===== config.mk =====
export PLATFORM = sky130hd
export DESIGN_NAME = aec_expr_tx
export DESIGN_NICKNAME = d
export VERILOG_FILES = /design/src/rtl/aec_pkg.sv /design/src/rtl/aec_tx_buf.sv /design/src/rtl/aec_expr_tx.sv
export SDC_FILE = /design/constraint.sdc
export NUM_CORES = 1
export LEC_CHECK = 0
export CORE_ASPECT_RATIO = 0.6
export CORE_UTILIZATION = 63
export DETAILED_ROUTE_END_ITERATION = 7
export GPL_TIMING_DRIVEN = 0
export PLACE_DENSITY = 0.85
export SYNTH_ARGS = -nofsm -noshare
export SYNTH_HDL_FRONTEND = slang
export SYNTH_HIERARCHICAL = 1
export SYNTH_SLANG_ARGS = --single-unit

===== constraint.sdc =====
create_clock -name clk -period 4.73 [get_ports clk]
set_input_delay 0.946 -clock clk [delete_from_list [all_inputs] [get_ports clk]]
set_output_delay 0.946 -clock clk [all_outputs]
set_load 0.02 [all_outputs]

===== src/rtl/aec_pkg.sv =====
// aec_pkg: shared constants and helpers for the ASCII expression transmitter.
//   - ASCII codes for the operator/bracket/terminator characters
//   - digit and lowercase hex ranges
//   - FSM state encoding for aec_expr_tx
//   - is_legal_char(): load-time character filter
// Optional feature macro: AEC_TX_CHARSET_CHECK_EN
//   defined   -> only '0'-'9', 'a'-'f', '(', ')', '*', '+', '-' are legal
//   undefined -> every byte except '=' is legal
package aec_pkg;

  localparam logic [7:0] CH_LPAR = 8'h28;
  localparam logic [7:0] CH_RPAR = 8'h29;
  localparam logic [7:0] CH_MUL  = 8'h2A;
  localparam logic [7:0] CH_ADD  = 8'h2B;
  localparam logic [7:0] CH_SUB  = 8'h2D;
  localparam logic [7:0] CH_EQ   = 8'h3D;
  localparam logic [7:0] CH_0    = 8'h30;
  localparam logic [7:0] CH_9    = 8'h39;
  localparam logic [7:0] CH_A    = 8'h61;
  localparam logic [7:0] CH_F    = 8'h66;

  typedef logic [2:0] state_t;

  localparam state_t ST_IDLE     = 3'd0;
  localparam state_t ST_SEND     = 3'd1;
  localparam state_t ST_SEND_EQ  = 3'd2;
  localparam state_t ST_WAIT_RES = 3'd3;
  localparam state_t ST_FIN      = 3'd4;

  // '=' is reserved as the frame terminator, so it may never sit in the buffer.
  function automatic logic is_legal_char(input logic [7:0] c);
`ifdef AEC_TX_CHARSET_CHECK_EN
    return ((c >= CH_0) && (c <= CH_9)) ||
           ((c >= CH_A) && (c <= CH_F)) ||
           (c == CH_LPAR) || (c == CH_RPAR) ||
           (c == CH_MUL)  || (c == CH_ADD)  || (c == CH_SUB);
`else
    return (c != CH_EQ);
`endif
  endfunction

endpackage


===== src/rtl/aec_tx_buf.sv =====
// aec_tx_buf: character buffer for the expression transmitter.
// Holds up to MAX_LEN-1 characters; writes append at index len.
// Ports:
//   clk, rst   clock, async active-high reset (empties the buffer)
//   clr        empty the buffer (wins over we)
//   we, wdata  append wdata; silently ignored when full
//   rd_idx     combinational read address
//   rd_data    character at rd_idx
//   len        number of stored characters
//   full       len == MAX_LEN-1
module aec_tx_buf #(
  parameter int MAX_LEN = 16,
  parameter int PTR_W   = 4
) (
  input  logic             clk,
  input  logic             rst,
  input  logic             clr,
  input  logic             we,
  input  logic [7:0]       wdata,
  input  logic [PTR_W-1:0] rd_idx,
  output logic [7:0]       rd_data,
  output logic [PTR_W-1:0] len,
  output logic             full
);

  logic [7:0] mem [0:(2**PTR_W)-1];

  assign full    = (len == PTR_W'(MAX_LEN - 1));
  assign rd_data = mem[rd_idx];

  // Length tracks the fill level; clearing only resets the length.
  always_ff @(posedge clk or posedge rst) begin
    if (rst) begin
      len <= '0;
    end else if (clr) begin
      len <= '0;
    end else if (we && !full) begin
      len <= len + PTR_W'(1);
    end
  end

  // Storage needs no reset: entries at or beyond len are never read out.
  always_ff @(posedge clk) begin
    if (we && !clr && !full) begin
      mem[len] <= wdata;
    end
  end

endmodule


===== src/rtl/aec_expr_tx.sv =====
// aec_expr_tx: transmit side of the serial ASCII expression protocol.
// Buffers an expression, streams it with a leading ready strobe and a
// trailing '=', then waits for the calculator's valid/result and checks it.
// Optional feature macro: AEC_TX_CHARSET_CHECK_EN (restricts legal load chars).
// Ports:
//   clk, rst                 clock, async active-high reset
//   load_clr, load_we        buffer clear / append (IDLE only)
//   load_char                character to append
//   start, exp_result        begin transmission, expected result
//   ready, ascii_in          frame-start strobe, character stream
//   valid, result            calculator result handshake
//   busy, done               transaction in progress, end-of-transaction pulse
//   pass, timeout, res_q     outcome, held until next accepted start
//   overflow, bad_char       sticky load errors, cleared by load_clr
module aec_expr_tx
  import aec_pkg::*;
#(
  parameter int MAX_LEN     = 16,
  parameter int TIMEOUT_CYC = 64,
  parameter int PTR_W       = 4
) (
  input  logic       clk,
  input  logic       rst,
  input  logic       load_clr,
  input  logic       load_we,
  input  logic [7:0] load_char,
  input  logic       start,
  input  logic [6:0] exp_result,
  output logic       ready,
  output logic [7:0] ascii_in,
  input  logic       valid,
  input  logic [6:0] result,
  output logic       busy,
  output logic       done,
  output logic       pass,
  output logic       timeout,
  output logic [6:0] res_q,
  output logic       overflow,
  output logic       bad_char
);

  localparam int CNT_W = (TIMEOUT_CYC > 1) ? $clog2(TIMEOUT_CYC) : 1;

  state_t           state;
  logic [PTR_W-1:0] idx;
  logic [CNT_W-1:0] cnt;
  logic [6:0]       exp_q;

  logic             idle;
  logic             buf_clr;
  logic             buf_we;
  logic [7:0]       rd_data;
  logic [PTR_W-1:0] buf_len;
  logic             buf_full;

  assign idle    = (state == ST_IDLE);
  assign buf_clr = idle && load_clr;
  assign buf_we  = idle && load_we && !load_clr && is_legal_char(load_char);

  aec_tx_buf #(
    .MAX_LEN (MAX_LEN),
    .PTR_W   (PTR_W)
  ) u_buf (
    .clk     (clk),
    .rst     (rst),
    .clr     (buf_clr),
    .we      (buf_we),
    .wdata   (load_char),
    .rd_idx  (idx),
    .rd_data (rd_data),
    .len     (buf_len),
    .full    (buf_full)
  );

  // Sticky load errors; a full buffer and an illegal byte are flagged independently.
  always_ff @(posedge clk or posedge rst) begin
    if (rst) begin
      overflow <= 1'b0;
      bad_char <= 1'b0;
    end else if (idle) begin
      if (load_clr) begin
        overflow <= 1'b0;
        bad_char <= 1'b0;
      end else if (load_we) begin
        if (buf_full) overflow <= 1'b1;
        if (!is_legal_char(load_char)) bad_char <= 1'b1;
      end
    end
  end

  // Transaction FSM: stream buffer, send '=', then wait for result or timeout.
  always_ff @(posedge clk or posedge rst) begin
    if (rst) begin
      state   <= ST_IDLE;
      idx     <= '0;
      cnt     <= '0;
      exp_q   <= '0;
      pass    <= 1'b0;
      timeout <= 1'b0;
      res_q   <= '0;
    end else begin
      case (state)
        ST_IDLE: begin
          if (start && (buf_len != '0)) begin
            exp_q   <= exp_result;
            pass    <= 1'b0;
            timeout <= 1'b0;
            res_q   <= '0;
            idx     <= '0;
            state   <= ST_SEND;
          end
        end
        ST_SEND: begin
          if (idx == (buf_len - PTR_W'(1))) begin
            state <= ST_SEND_EQ;
          end else begin
            idx <= idx + PTR_W'(1);
          end
        end
        ST_SEND_EQ: begin
          cnt   <= '0;
          state <= ST_WAIT_RES;
        end
        ST_WAIT_RES: begin
          // valid takes priority over the terminal count
          if (valid) begin
            res_q <= result;
            pass  <= (result == exp_q);
            state <= ST_FIN;
          end else if (cnt == CNT_W'(TIMEOUT_CYC - 1)) begin
            timeout <= 1'b1;
            state   <= ST_FIN;
          end else begin
            cnt <= cnt + CNT_W'(1);
          end
        end
        ST_FIN: begin
          state <= ST_IDLE;
        end
        default: begin
          state <= ST_IDLE;
        end
      endcase
    end
  end

  assign ready = (state == ST_SEND) && (idx == '0);
  assign busy  = (state == ST_SEND) || (state == ST_SEND_EQ) || (state == ST_WAIT_RES);
  assign done  = (state == ST_FIN);

  always_comb begin
    ascii_in = 8'h00;
    if (state == ST_SEND) begin
      ascii_in = rd_data;
    end else if (state == ST_SEND_EQ) begin
      ascii_in = CH_EQ;
    end
  end

endmodule


==> metrics.yaml <==
syn_area_per_cell_um2: 17.1
p_sw_mw: 1.60
status: "finished, violations left"
cts_tree: "done"
ff_type: "edfxtp_1"
areaGrowthSynthToFinish_pct: 18.0
swShare_pct: 33.2
final_nets: 529
mostFrequentLayoutCells: "edfxtp_1 (128), clkdlybuf4s50_1 (49), dfrtp_1 (35), nand2_1 (22), and2_1 (20)"
synth_top_area_share_pct: 54.2
vias: 4190
grt_max_degree: 32
postCtsSetupBuffers: 0
grt_setup_unrepaired: "false"
powerClk_mw: 1.31
routabilityCongestion: 0.776
p_per_area_nw_per_um2: 576
rows: 29
synth_area_um2: 7100
power_frac_clock_pct: 27.0
timing.final.crit_share_pct: 84.0
insertedDiodeCount: 0
chipArea_um2: 11700
drc: 1
area_leaders: "edfxtp_1 (54%), dfrtp_1 (12%), mux4_2 (5.7%), mux4_1 (5.2%), and2_1 (1.8%)"
cts.sinks: 163
worstPathRequired_ns: 4.80
cts.repair.resized: 0
setup_viol: 0
violations: "DRC"
ys_cells: 415
slew_headroom_pct: 49.6
clock_skew_ns: 0.00975
timing.final.crit_period_ns: 3.97
openroad.warnings: 31
core-area_um2: 10800
critical_path_class: "in2reg"
drt-total-wl_um: 15800
seq-power_mw: 1.79
yosysTopAreaCell: "edfxtp_1"
-- per-layer routing --
metal  up-vias  track usage [%]  part of all wire, %
met4         0             8.28                  1.6
li1       1793                -                    -
met1      2149             42.0                   42
met5         -                0                    0
met3        29             8.21                  9.3
met2       219             44.3                   47
-- registers in the layout, summed over array words and instances, names as in the netlist, 3 cells and up --
signal     cells
idx            4
u_buf/mem    128
res_q          7
state          3
u_buf/len      4
exp_q          7
cnt            6
-- final timing paths --
check	to	slack, ns	depth (start not counted)
min	timeout	0.49	1
max	u_buf/mem[10][7]	0.76	7
max in group asynchronous	idx[1]	3.16	3
min reg2reg	timeout	0.49	1
min in group asynchronous	u_buf/len[1]	0.77	2
max reg2reg	u_buf/mem[10][7]	1.71	7
-- worst max-delay path, stage by stage --
cell and delay [ns]:
clkdlybuf4s50_1 0.93, and4b_1 0.28, a41o_1 0.26, nor2_1 0.42, nand2b_1 0.26, nor3b_1 0.45, and2_1 0.49
-- Yosys cell counts, types with 2 or more instances --
| cell | number |
|---|---|
| nor3_1 | 6 |
| a211oi_1 | 3 |
| nor3b_1 | 2 |
| and2_1 | 20 |
| a22oi_1 | 16 |
| nand3_1 | 7 |
| mux4_2 | 18 |
| nor2_1 | 13 |
| clkdlybuf4s25_2 | 3 |
| edfxtp_1 | 128 |
| dfrtp_1 | 35 |
| ha_1 | 9 |
| mux2i_1 | 2 |
| mux4_1 | 14 |
| xor2_1 | 6 |
| nand3b_1 | 3 |
| mux2_2 | 8 |
| a31oi_1 | 3 |
| inv_1 | 16 |
| a21o_1 | 5 |
| a311oi_1 | 4 |
| o41ai_1 | 2 |
| nand2_1 | 22 |
| nand2b_1 | 2 |
| or4_1 | 2 |
| nor4b_1 | 2 |
| a22o_1 | 8 |
| a21oi_1 | 6 |
| o21ai_0 | 2 |
| xnor2_1 | 7 |
| buf_6 | 7 |
| buf_2 | 4 |
-- kinds of logic (layout without fill, tap and decap cells) --
logic type,Yosys count,after routing,synth area share (%)
AND-OR/OR-AND,58,58,6.31
XOR/XNOR,14,14,1.92
adder cells (fa/ha/maj),9,9,1.59
buffers and inverters,32,115,2.82
flip-flops,163,163,66.5
multiplexers,43,43,12.6
other,1,8,0.0528
AND/OR/NAND/NOR,95,95,8.20
-- layout make-up --
class / count / area (µm²)
plain buffers: 16 / 140
clock inverters: 15 / 133
inverters: 16 / 60.1
flip-flops and latches: 163 / 4720
well taps: 139 / 174
clock buffers: 17 / 425
fillers: 602 / 2400
multi-input cells: 227 / 2210
repair buffers: 51 / 513
-- per-stage QoR --
step / utilization [%] / setup WS [ns] / hold slack, ns / area, µm² / power [mW]
after global placement: 72.3 / 0.0270 / 0.478 / 7790 / 3.45
after detailed placement: 72.4 / 0.514 / 0.480 / 7800 / 3.50
after floorplan: - / 1.69 / 0.492 / 7120 / 2.95
after global routing: 77.7 / 0.676 / 0.533 / 8370 / 5.02
after CTS: 77.6 / 0.805 / 0.495 / 8360 / 4.82
final: 77.7 / 0.756 / 0.489 / 8370 / 4.83
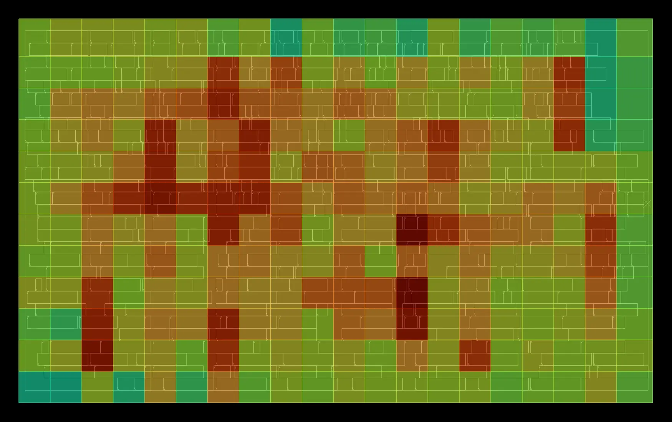
congestion_map.png
M3 GR Usage: 8.21%
post-DR wirelength/cell: 24.6 µm
overall routing resource usage: 29.1%
busiest grt layer: met2
Core Util, Final: 77.7%

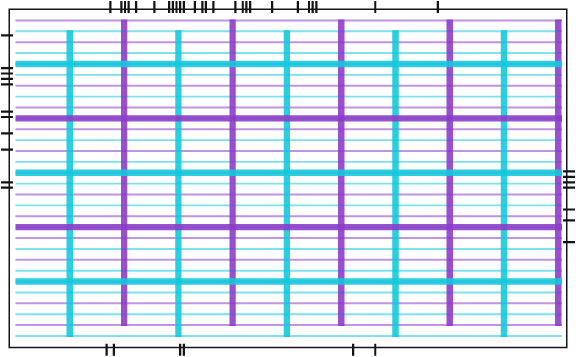
floorplan.png
Scale: 4 px per µm. Pins as bars on the die edge.
Key: VSS = cyan; VDD = purple
30 met1 rails follow the rows. The core has 29 rows.

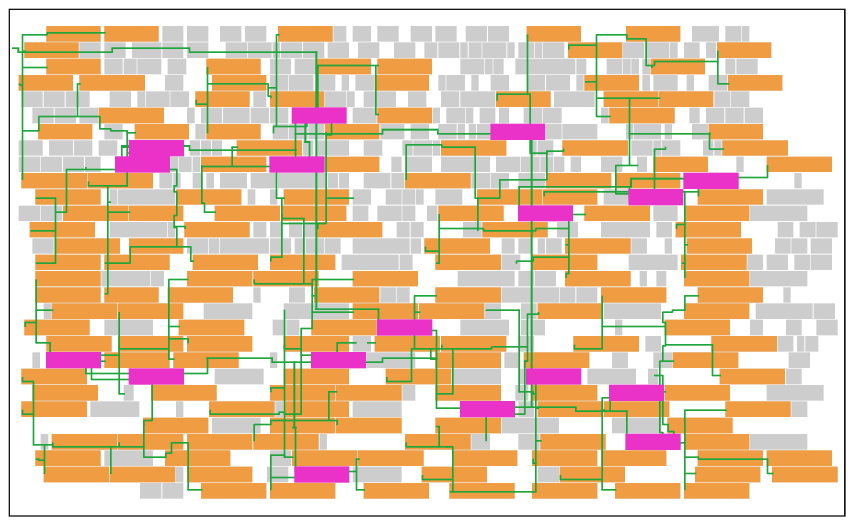
clock_wires.png
Scale: 6 px per µm.
Key: clock-net drivers = magenta [count 17]; clock wires = green [length 1810 µm]; flip-flops = orange [count 163]
Position of the flops: widely spread. There are 18 routed clock nets.

No activity file was given, so power comes from the tool's default toggle rates.
